### config.mk
export PLATFORM = sky130hd
export DESIGN_NAME = writeback_queue
export DESIGN_NICKNAME = d
export VERILOG_FILES = /design/src/rtl/writeback_queue.sv
export SDC_FILE = /design/constraint.sdc
export NUM_CORES = 1
export LEC_CHECK = 0
export ABC_AREA = 0
export CORE_MARGIN = 3
export CORE_UTILIZATION = 55
export DETAILED_ROUTE_END_ITERATION = 6
export GPL_ROUTABILITY_DRIVEN = 0
export PLACE_DENSITY = 0.76
export RECOVER_POWER = 25
export SLEW_MARGIN = 20
export SYNTH_ARGS = -nofsm -noshare
export SYNTH_HDL_FRONTEND = slang
export SYNTH_SLANG_ARGS = --single-unit
export TNS_END_PERCENT = 5
### constraint.sdc
create_clock -name clock_i -period 11.15 [get_ports clock_i]
set_input_delay 2.23 -clock clock_i [delete_from_list [all_inputs] [get_ports clock_i]]
set_output_delay 2.23 -clock clock_i [all_outputs]
set_load 0.03 [all_outputs]
### src/rtl/writeback_queue.sv
`default_nettype none
// ============================================================================
//  Module      : writeback_queue
//  Description : Dual-issue circular result queue between the exec pipes and
//                the register-file writeback ports (2 in / 2 out per cycle).
//  Revision    : 1.0 - initial release
// ============================================================================
module writeback_queue #(
    parameter int DEPTH       = 8,
    parameter int PTR_W       = 3,
    parameter int STALL_SLACK = 2
) (
    input  logic             clock_i,
    input  logic             reset_i,
    input  logic             execWbA_i,
    input  logic             execWbB_i,
    input  logic [4:0]       execAddrA_i,
    input  logic [4:0]       execAddrB_i,
    input  logic [15:0]      execValA_i,
    input  logic [15:0]      execValB_i,
    input  logic [1:0]       execStatusA_i,
    input  logic [1:0]       execStatusB_i,
    output logic             wbA_o,
    output logic             wbB_o,
    output logic [4:0]       wbAddrA_o,
    output logic [4:0]       wbAddrB_o,
    output logic [15:0]      wbValA_o,
    output logic [15:0]      wbValB_o,
    output logic [1:0]       operationStatusA_o,
    output logic [1:0]       operationStatusB_o,
    output logic             stall_o,
    output logic [PTR_W:0]   count_o,
    output logic             overflow_o
);

    localparam int CNT_W = PTR_W + 1;
    localparam logic [CNT_W-1:0] CNT_TWO    = CNT_W'(2);
    localparam logic [CNT_W-1:0] STALL_LVL  = CNT_W'(DEPTH - STALL_SLACK);
    localparam logic [CNT_W:0]   ROOM_DEPTH = (CNT_W + 1)'(DEPTH);
    localparam logic [CNT_W:0]   ROOM_ONE   = (CNT_W + 1)'(1);
    localparam logic [CNT_W:0]   ROOM_TWO   = (CNT_W + 1)'(2);

    logic [4:0]       addr_mem_q   [DEPTH];
    logic [15:0]      val_mem_q    [DEPTH];
    logic [1:0]       status_mem_q [DEPTH];

    logic [PTR_W-1:0] rd_q, rd_d, rd_nxt;
    logic [PTR_W-1:0] wr_q, wr_d, wr_b;
    logic [CNT_W-1:0] count_q, count_d;
    logic             stall_q, stall_d;
    logic             overflow_q, overflow_d;

    logic             wbA_q, wbB_q;
    logic [4:0]       wbAddrA_q, wbAddrB_q;
    logic [15:0]      wbValA_q, wbValB_q;
    logic [1:0]       statusA_q, statusB_q;

    logic             pop_a, pop_b, acc_a, acc_b;
    logic [1:0]       pops;
    logic [CNT_W:0]   room;

    always_comb begin
        rd_nxt = rd_q + PTR_W'(1);
        // Pop decisions look only at stored entries; same-register pairs split.
        pop_a  = (count_q != '0);
        pop_b  = (count_q >= CNT_TWO) && (addr_mem_q[rd_q] != addr_mem_q[rd_nxt]);
        pops   = {1'b0, pop_a} + {1'b0, pop_b};

        // Entries leaving this edge free space for entries arriving this edge.
        room   = ROOM_DEPTH - {1'b0, count_q} + (CNT_W + 1)'(pops);
        acc_a  = execWbA_i && (room >= ROOM_ONE);
        acc_b  = execWbB_i && (room >= (acc_a ? ROOM_TWO : ROOM_ONE));

        wr_b   = wr_q + PTR_W'(acc_a);
        wr_d   = wr_q + PTR_W'(acc_a) + PTR_W'(acc_b);
        rd_d   = rd_q + PTR_W'(pops);

        count_d    = count_q + CNT_W'(acc_a) + CNT_W'(acc_b) - CNT_W'(pops);
        stall_d    = (count_d >= STALL_LVL);
        overflow_d = overflow_q || (execWbA_i && !acc_a) || (execWbB_i && !acc_b);
    end

    // Storage is not reset; validity is tracked entirely by the pointers/count.
    always_ff @(posedge clock_i) begin
        if (acc_a) begin
            addr_mem_q[wr_q]   <= execAddrA_i;
            val_mem_q[wr_q]    <= execValA_i;
            status_mem_q[wr_q] <= execStatusA_i;
        end
        if (acc_b) begin
            addr_mem_q[wr_b]   <= execAddrB_i;
            val_mem_q[wr_b]    <= execValB_i;
            status_mem_q[wr_b] <= execStatusB_i;
        end
    end

    always_ff @(posedge clock_i or posedge reset_i) begin
        if (reset_i) begin
            rd_q       <= '0;
            wr_q       <= '0;
            count_q    <= '0;
            stall_q    <= 1'b0;
            overflow_q <= 1'b0;
            wbA_q      <= 1'b0;
            wbB_q      <= 1'b0;
            wbAddrA_q  <= '0;
            wbAddrB_q  <= '0;
            wbValA_q   <= '0;
            wbValB_q   <= '0;
            statusA_q  <= '0;
            statusB_q  <= '0;
        end else begin
            rd_q       <= rd_d;
            wr_q       <= wr_d;
            count_q    <= count_d;
            stall_q    <= stall_d;
            overflow_q <= overflow_d;
            wbA_q      <= pop_a;
            wbB_q      <= pop_b;
            wbAddrA_q  <= pop_a ? addr_mem_q[rd_q]     : '0;
            wbValA_q   <= pop_a ? val_mem_q[rd_q]      : '0;
            statusA_q  <= pop_a ? status_mem_q[rd_q]   : '0;
            wbAddrB_q  <= pop_b ? addr_mem_q[rd_nxt]   : '0;
            wbValB_q   <= pop_b ? val_mem_q[rd_nxt]    : '0;
            statusB_q  <= pop_b ? status_mem_q[rd_nxt] : '0;
        end
    end

    assign wbA_o              = wbA_q;
    assign wbB_o              = wbB_q;
    assign wbAddrA_o          = wbAddrA_q;
    assign wbAddrB_o          = wbAddrB_q;
    assign wbValA_o           = wbValA_q;
    assign wbValB_o           = wbValB_q;
    assign operationStatusA_o = statusA_q;
    assign operationStatusB_o = statusB_q;
    assign stall_o            = stall_q;
    assign count_o            = count_q;
    assign overflow_o         = overflow_q;

endmodule
`default_nettype wire
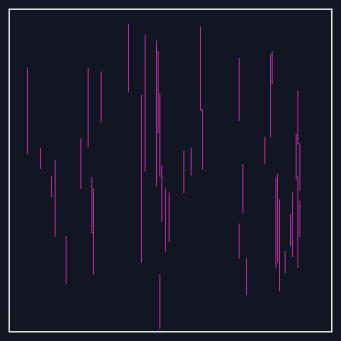
Figure 1: run 1, M4 wires.
(2 px per micron)
longest straight run: 83.6 microns
share of all routed wire: 4.0%
drt total wl: 33,130 microns
vias post-DR: 8,182

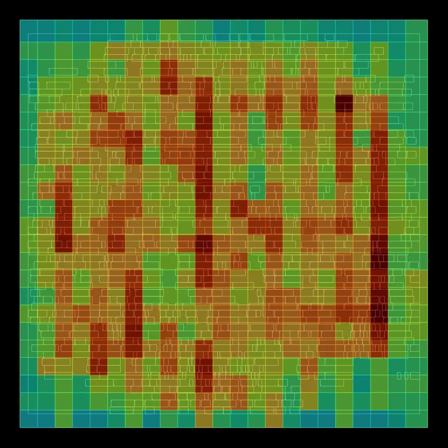
Figure 2: run 1, routing congestion map.
met3 Track Usage GR: 0.04075
All-Layer GR Usage: 0.2586
GRT met1 Usage: 0.3423
post-DR wirelength/cell: 26.50 microns
global route hottest layer: met2

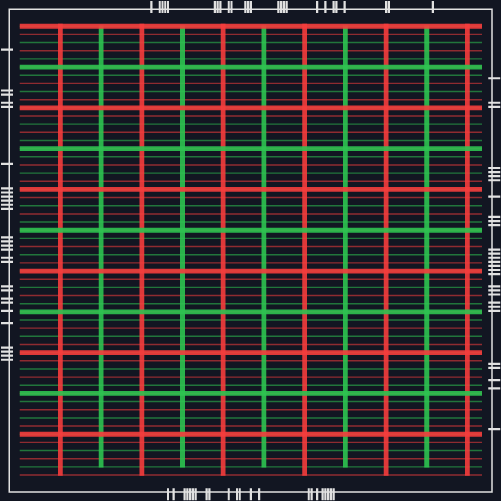
Figure 3: run 1, floorplan with the power grid.
(3 px per micron) Pins as bars on the die edge.
[VSS] red
[VDD] green
signal pins: 104
met5 straps: 11
rows: 55
met4 straps: 11
Vert. Die Dim: 160.5 microns
width of the die: 160.5 microns
core box area: 23,050 sq um

==> reports/metrics.csv, run 1 <==
metric,value,unit
status,"finished, violations left",
violations,"max-capacitance violations, max-slew violations",
slew_violations,86,
ys_ff,244,
synthTopCellsByArea,"edfxtp_1 42%, mux2_2 16%, mux4_2 14%",
wl_met1,12460,microns
diodes,0,
grt_pass1_wl,51290,microns
r2r_start,rd_q[1],
drive_gt1_frac,0.3703,
critPathBufInv,5,
yosys_warnings,0,
firstDrtPassIters,5,
io_pins,104,
cts_tree,built,
fp_util,0.5691,
synth.top_cell.area_share,0.4211,
fin_worst_skew,0.01795,ns
ys_sh_adder,0.02232,
grt-ovfl-total,0,
rsz0062_at_grt,no,
rr_worst_depth,25,
clk_latency,0.54,ns
die-area,25740,sq um
fillers,1574,
synth_area,13120,sq um
drtIter0Drc,646,
ctsRootBufferMaster,clkbuf_16,
holdPathStages,1,
maxCapViolCount,2,
top_layer,met4,
log.warning_count,28,
grtUsageMet2,0.4366,
hold_end,overflow_o,
met3_length,2745,microns
clk_pin_slew,0.06,ns
cp-start-kind,flop,
cp_top_family,AND-OR/OR-AND gates,
fmaxAchievable,115.0,MHz
grt_antenna_before_repair,0,
==> run 1: worst register-to-register path, cell delays in order (launching register included) <==
cell       delay, ns
dfrtp_2         0.34
buf_4           0.71
ha_2            0.82
buf_4           0.52
mux4_2          0.62
xnor2_1         0.18
a21oi_1         0.11
a2111oi_2       0.25
nand4_1         0.15
o21ai_2         0.18
inv_1           0.09
ha_1            0.33
inv_1           0.06
ha_1            0.21
fa_1            0.42
and2_1          0.16
a22o_1          0.26
a31o_2          0.30
ha_1            0.29
o21ai_0         0.08
nand2_1         0.08
a21oi_1         0.08
a21boi_0        0.74
and3b_1         0.28
buf_4           0.38
a31o_2          0.68
==> run 1: area by class of cell <==
| type | count | share of cell area |
|---|---|---|
| Multi-Input combinational cell | 499 | 0.3769 |
| Tap cell | 313 | 0.02542 |
| Timing Repair Buffer | 123 | 0.07643 |
| Sequential cell | 244 | 0.4565 |
| Clock buffer | 32 | 0.04638 |
| Inverter | 21 | 0.005117 |
| Clock inverter | 18 | 0.01324 |
==> run 1: per-stage QoR <==
step,worst slack (ns),util,hold slack [ns],std cells,cell area (sq um)
6_report,2.458,0.6682,0.4538,1250,15400
5_1_grt,1.912,0.6682,0.4827,1250,15400
2_1_floorplan,4.367,-,0.5944,822,13120
3_3_place_gp,2.726,0.6288,0.4709,1200,14500
4_1_cts,2.451,0.6686,0.4625,1250,15410
3_5_place_dp,2.497,0.6288,0.4486,1200,14500
==> run 1: flip-flops by register name, indices dropped and copies added (netlist names), 2 cells and up <==
register and count:
addr_mem_q 40, count_o 4, operationStatusA_o 2, operationStatusB_o 2, rd_q 3, status_mem_q 16
val_mem_q 128, wbAddrA_o 5, wbAddrB_o 5, wbValA_o 16, wbValB_o 16, wr_q 3
==> run 1: how the worst max path moves through the flow <==
stage / startpoint / end / slack [ns] / cells after the start
after global placement: rd_q[1] / val_mem_q[2][2] / 2.73 / 25
after detailed placement: rd_q[1] / val_mem_q[4][4] / 2.50 / 25
after global routing: rd_q[1] / addr_mem_q[4][4] / 1.91 / 25
after floorplan: rd_q[0] / addr_mem_q[3][0] / 4.37 / 26
final: rd_q[1] / val_mem_q[0][3] / 2.46 / 25
after CTS: rd_q[1] / val_mem_q[4][0] / 2.45 / 25
==> run 1: cell usage after synthesis, drive strengths merged <==
master and number:
clkbuf 29, and4b 2, o22a 1, nand2 11, a21o 5, o211ai 1
fa 4, a22o 1, mux2i 29, nand4 4, and3b 2, a2111oi 1
nand3 7, nor2b 1, and2 1, nor2 48, a31o 5, a32o 1
nor3 19, ha 17, o31ai 5, o22ai 1, buf 29, inv 21
o21ai 2, xor2 8, mux2 184, dfrtp 60, a21oi 25, a41oi 1
edfxtp 184, mux4 91, nand2b 2, xnor2 19, a21boi 1
Figure 4. Cell density map (run 1).
(1.5 px per micron) 16 x 16 tiles, from white (low) to dark blue (high), 0 to 100% covered.
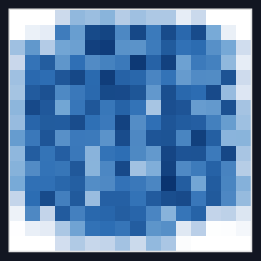

--- run 2 (diff from run 1) ---
==> constraint.sdc (replaced) <==
create_clock -name clock_i -period 8.9 [get_ports clock_i]
set_input_delay 1.78 -clock clock_i [delete_from_list [all_inputs] [get_ports clock_i]]
set_output_delay 1.78 -clock clock_i [all_outputs]
set_load 0.03 [all_outputs]
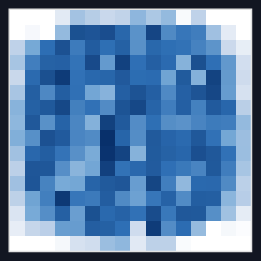
Figure 5: run 2, cell density map.
(1.5 px per micron) 16 x 16 tiles, from white (low) to dark blue (high), 0 to 100% covered.
fullest tile: 100%
densest ninth of the die: centre
nearly empty tiles: 7.0%
mean over tiles: 58%
Init Core Util: 0.5691
final core utilization: 0.6683

==> run 2 against run 1 <==
  * Global-route usage grew 0.55 points
  * Final cell count grew 0.24%
  * The flow still finishes with violations (max-capacitance violations, max-slew violations)
  * Die size is the same
  * Critical path depth shrank 2
  * Flip-flop count is the same
==> reports/metrics.csv, run 2 <==
metric,value,unit,change
top_register,val_mem_q,,
slew_violations,86,,unchanged
coreArea,23050,sq um,unchanged
hold_end,overflow_o,,
yosys_warnings,0,,unchanged
fin_area,15410,sq um,about the same
die_y,160.5,microns,unchanged
synth-edff-count,184,,unchanged
synthFlopType,edfxtp_1,,
fillers,1578,,+0.25%
ctsRootBufferMaster,clkbuf_16,,
violations,"max-capacitance violations, max-slew violations",,
die-area,25740,sq um,unchanged
status,"finished, violations left",,
synth.top_cell.area_share,0.4211,,unchanged
firstDrtPassIters,4,,-1
routed_wl,33450,microns,+0.98%
regArea,7032,sq um,
io_pins,104,,unchanged
cts_made_buffers,26,,
drcViolationCount,0,,
r2r_start,rd_q[0],,
cts_tree,built,,
rr_worst_depth,23,,-8.0%
cp-start-kind,flop,,
grt-ovfl-total,0,,unchanged
drtIter0Drc,622,,-3.7%
syn_to_final_growth,17.42,%,
dieWidth,160.5,microns,unchanged
holdPathStages,1,,unchanged
synthTopCellsByArea,"edfxtp_1 42%, mux2_2 16%, mux4_2 14%",,
synth_area,13120,sq um,unchanged
reg_top3,"val_mem_q: 128 flops, addr_mem_q: 40 flops",,
rsz0062_at_grt,no,,
grt_pass1_wl,52030,microns,+1.4%
maxCapViolCount,2,,unchanged
async_flop_share,0.2459,,unchanged
place_area,14520,sq um,+0.16%
ys_ff,244,,unchanged
fin_worst_skew,0.01033,ns,-0.007622 ns
common_cells,"184 x edfxtp_1, 184 x mux2_2, 84 x mux4_2",,
drive_gt1_frac,0.3657,,-0.004659
dp.cells,1203,,+0.25%
clk_latency,0.53,ns,about the same
grt_antenna_before_repair,2,,+2
fmaxAchievable,119.7,MHz,+4.0%
largest_reg_flops,128,,unchanged
log.warning_count,28,,unchanged
vias,8061,,-1.5%
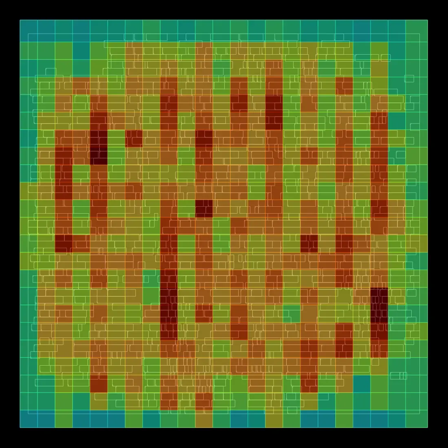
Figure 6: run 2, routing congestion map.
met3 Track Usage GR: 0.04436
GRT met1 Usage: 0.3403
grt met2 use: 0.4634
All-Layer GR Usage: 0.2642
post-DR wirelength/cell: 26.70 microns

-- run 2: cell counts after synthesis --
No cell type changed its count.
-- run 2: metrics by stage --
step                setup WS [ns]  hold WS (ns)
floorplan                   2.117        0.5944
detailed placement         0.5951        0.4829
global placement           0.8434        0.4702
CTS                        0.5821        0.4963
finish                     0.5458        0.4840
global route             0.004711        0.5274
-- run 2: layout make-up --
type | instances | area share
Antenna cell | 2 | 0.0003249
Clock buffer | 38 | 0.05043
Clock inverter | 10 | 0.007634
Inverter | 21 | 0.005117
Multi-Input combinational cell | 499 | 0.3768
Sequential cell | 244 | 0.4564
Tap cell | 313 | 0.02542
Timing Repair Buffer | 126 | 0.07789
-- run 2: worst max-delay path, cell delays in order (launching register included) --
cell and delay [ns]:
dfrtp_4 0.69, ha_2 0.85, mux4_2 0.64, xnor2_1 0.21, a41oi_1 0.15, a2111oi_2 0.35
nand4_1 0.16, o21ai_2 0.20, inv_1 0.10, ha_1 0.35, inv_1 0.06, ha_1 0.21
fa_1 0.42, and2_1 0.16, a22o_1 0.25, a31o_2 0.29, ha_1 0.28, o21ai_0 0.07
nand2_1 0.07, a21oi_1 0.08, a21boi_0 0.74, nand3_1 0.81, o31ai_4 0.47, buf_4 0.40
-- run 2: worst max path at each step --
stage | startpoint | end | slack (ns) | cells after the start
after floorplan | rd_q[0] | addr_mem_q[3][0] | 2.12 | 26
after global placement | rd_q[0] | val_mem_q[1][12] | 0.84 | 23
after detailed placement | rd_q[0] | val_mem_q[1][12] | 0.60 | 23
after CTS | rd_q[0] | val_mem_q[1][7] | 0.58 | 23
after global routing | rd_q[0] | val_mem_q[1][8] | 0.005 | 23
final | rd_q[0] | val_mem_q[1][8] | 0.55 | 23
-- run 2: cell families after synthesis --
kind of cell	synth area share
xor+xnor	0.01802
flops	0.5356
buf+inv	0.02642
compound gates	0.02518
simple gates	0.03424
mux	0.3383
fa+ha+maj	0.02232
-- run 2: routing by layer --
layer	vias up	routed length, microns	GRT usage
li1	3446	-	-
met1	4162	12820	0.3403
met2	382	17240	0.4634
met3	71	2561	0.04436
met4	0	832	0.07811
met5	-	0	0
